m1.png
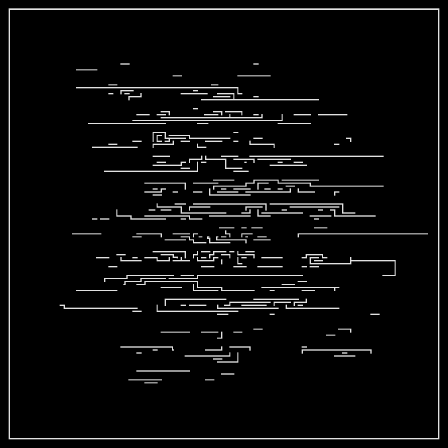
m2.png
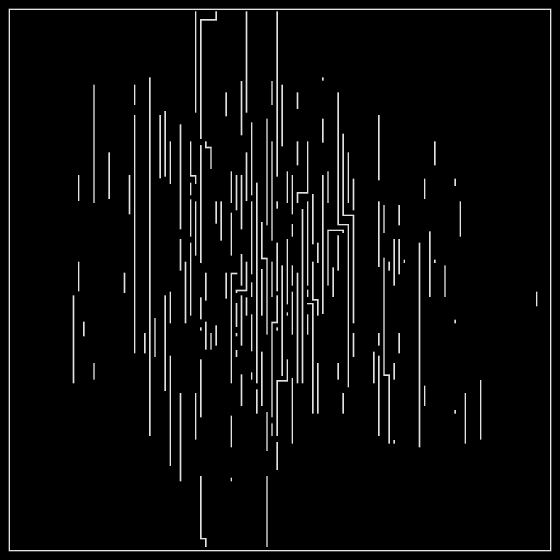
m3.png
The bar under the picture is 10 um long. Cells faint in the background.
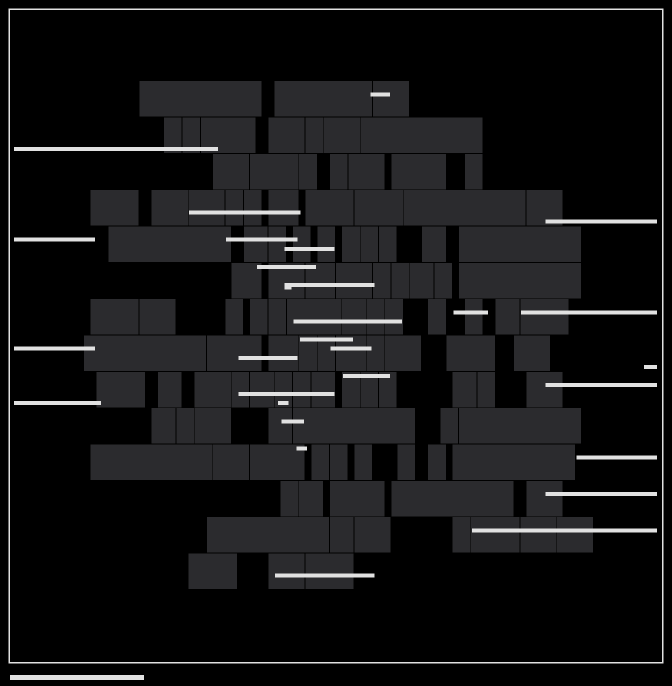
ff_map.png
The bar under the picture is 10 um long. Other sequential cells in the stronger gray, the rest of the logic in the fainter gray.
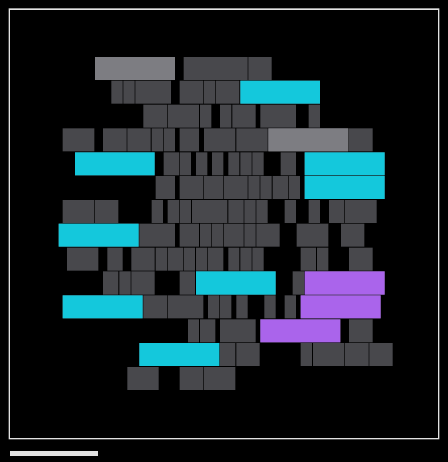
congestion_map.png
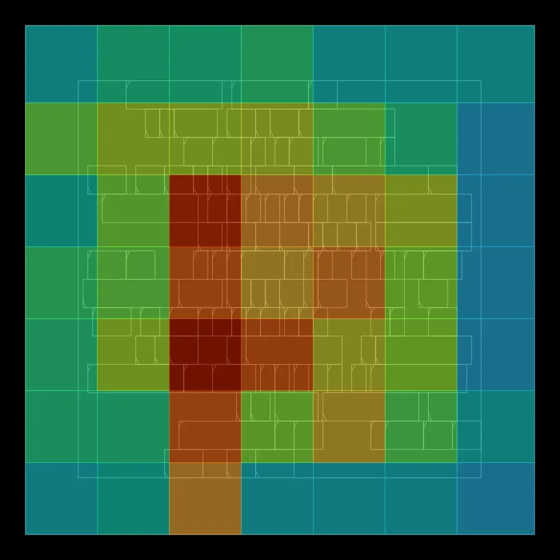
==> config.mk <==
export PLATFORM = sky130hd
export DESIGN_NAME = prio_encoder_8to3_flat
export DESIGN_NICKNAME = d
export VERILOG_FILES = /design/src/rtl/prio_encoder_8to3_if.sv /design/src/rtl/prio_encoder_8to3.sv /design/src/flat_wrapper.sv
export SDC_FILE = /design/constraint.sdc
export NUM_CORES = 1
export LEC_CHECK = 0
export ABC_AREA = 1
export CAP_MARGIN = 20
export CORE_MARGIN = 5
export CORE_UTILIZATION = 46
export DETAILED_ROUTE_END_ITERATION = 7
export PLACE_DENSITY = 0.75
export SLEW_MARGIN = 10
export SYNTH_ARGS = -nofsm -noshare
export SYNTH_HDL_FRONTEND = slang
export SYNTH_SLANG_ARGS = --single-unit
==> constraint.sdc <==
create_clock -name clk -period 1.5 [get_ports clk]
set_input_delay 0.225 -clock clk [delete_from_list [all_inputs] [get_ports clk]]
set_output_delay 0.225 -clock clk [all_outputs]
set_load 0.05 [all_outputs]
==> flow_summary.toml <==
# flow metrics
[cells_and_area]
comb_cells = 58
nFillCells = 114
stdcell_area_sq_um = 966
comb_share_pct = 33.3
largest_register_ffs = 8
layout_top_cells = "21 x nand2_1, 15 x buf_4, 13 x dfrtp_1, 10 x inv_1, 10 x clkdlybuf4s50_1"
clockNetworkAreaShare_pct = 2.72
logic_area_sq_um = 322
nets = 126
largest_class = "flip-flops and latches"
design.seq.count = 13
nClkBuffers = 4
drive_gt1_share_pct = 28.1
n_all_buffers = 26

[power]
finalPower_uw = 718
powerDensity_nw_per_um2 = 743
clock_net_power_uw = 232
leakage_nw = 0.465
p_comb_share_pct = 16.3
seq_power_share_pct = 51.3
clkPwrFrac_pct = 32.4
ir_drop_v = 0.000444
top_power_group = "sequential cells"
power.internal_uw = 519

[critical_path]
r2r_cells = 9
critPathCaptureType = "output port"
path_max_fanout = 3
crit_family = "flip-flops"
cp_num_buf_inv = 2
slowest_stage = "dfrtp_1"
critical_path.max_stage_delay_ns = 0.41
cp_num_cells = 5
cp-start-kind = "flip-flop"
required_ns = 1.27

[clocking]
clkTransAtPathRegs_ns = 0.09
numCtsBuffers = 3
cts.sinks = 13
holdBufCountCts = 0
cts_buffer_depth = 2
htreeDepth = 1
root_buffer = "clkbuf_4"

[floorplan]
chipArea_sq_um = 2380
io_pins = 17
chipHeight_um = 48.8
core_sq_um = 1470
row_count = 14
taps = 16
die_x_um = 48.8

[logic_synthesis]
fp_nets = 95
yosysUniqueCellTypes = 18
ys_seq_share_pct = 46.9
yosys_warnings = 0
top_cell_area_share_pct = 46.9
yosysCellCount = 84
ys_ff = 13
yosys_area_sq_um = 693
avgSynthCellArea_sq_um = 8.25

[job]
max-cap-violations = 0
tool_warnings = 27

[routing]
wl_met1_um = 650
vias_per_cell = 5.28
firstDrtPassIters = 4
drc = 0
wl_met3_um = 155
topRoutingLayerUsed = "met4"

[placement]
dp.final_hpwl_um = 1160
place.gp.congestion = 0.824
port_buffers = 16

[global_routing]
grt_pass1_vias = 660
grt_antenna_before_repair = 0
grt_pass1_wl_um = 2760

[sta]
rsz0062_at_grt = "yes"
fin_skew_ns = 0.00379
fin_setup_tns_ns = 0
timing.hold.ws_ns = 0.225
fin_crit_sh_pct = 99.4
fmax_ghz = 0.671
slew_headroom_pct = 83.3
slew_violations = 0
tightestPinTransition_ns = 0.248
finalCriticalPeriod_ns = 1.49
hold_violations = 0
worst_slack_ns = 0.00871

[worst_hold_path]
hold_path.class = "primary input to async pin"

[outcome]
status = "complete, no violations"
Back to the opening pictures, m1.png:
share of all routed wire: 40%
main direction: horizontal
via count: 686
met1 Use GR: 17.0%
routed wire length: 1610 um

Back to the opening pictures, m2.png:
longest straight run: 32.3 um
wire length on this layer: 743 um
main direction: vertical
share of all routed wire: 46%
nets with wire on the layer: 108
Global Route met2 Usage: 22.6%

Back to the opening pictures, m3.png:
nets with wire on the layer: 24
longest straight run: 14.9 um
wire length on this layer: 155 um
share of all routed wire: 9.6%
main direction: horizontal
global routing met3 resource utilization: 6.12%

Back to the opening pictures, ff_map.png:
| color | netlist name | placed flops |
|---|---|---|
| cyan | `u_core.pend_q` | 8 |
| purple | `u_core.bus.out_code` | 3 |
not colored: 2
P_seq: 368 uW
Seq area share: 33.7%
Final Util: 65.6%
Flop area: 325 sq um

Back to the opening pictures, congestion_map.png:
GR peak layer: met2
GRT Overall Usage: 15.1%
DR WL/cell: 12.4 um

==> repair_timing <==
action                                  CTS  global route
pin swaps                                 3             3
resized                                   2             1
endpoints found under the setup margin    1             1
gates cloned                              0             0
buffers inserted                          8             0
==> kinds of logic (layout without fill, tap and decap cells) <==
| group | Yosys count | after routing | synth area share (%) |
|---|---|---|---|
| simple gates | 43 | 43 | 34.3 |
| compound gates | 15 | 15 | 11.7 |
| flops | 13 | 13 | 46.9 |
| buf+inv | 13 | 43 | 7.04 |
==> Yosys cell counts (all sizes together) <==
library cell,instances
a21oi,6
a31oi,1
dfrtp,13
inv,13
nand2,23
nand3,2
nand3b,2
nand4,1
nor2,15
o21ai,6
o21bai,2
Power is estimated from default activity; no workload was simulated.
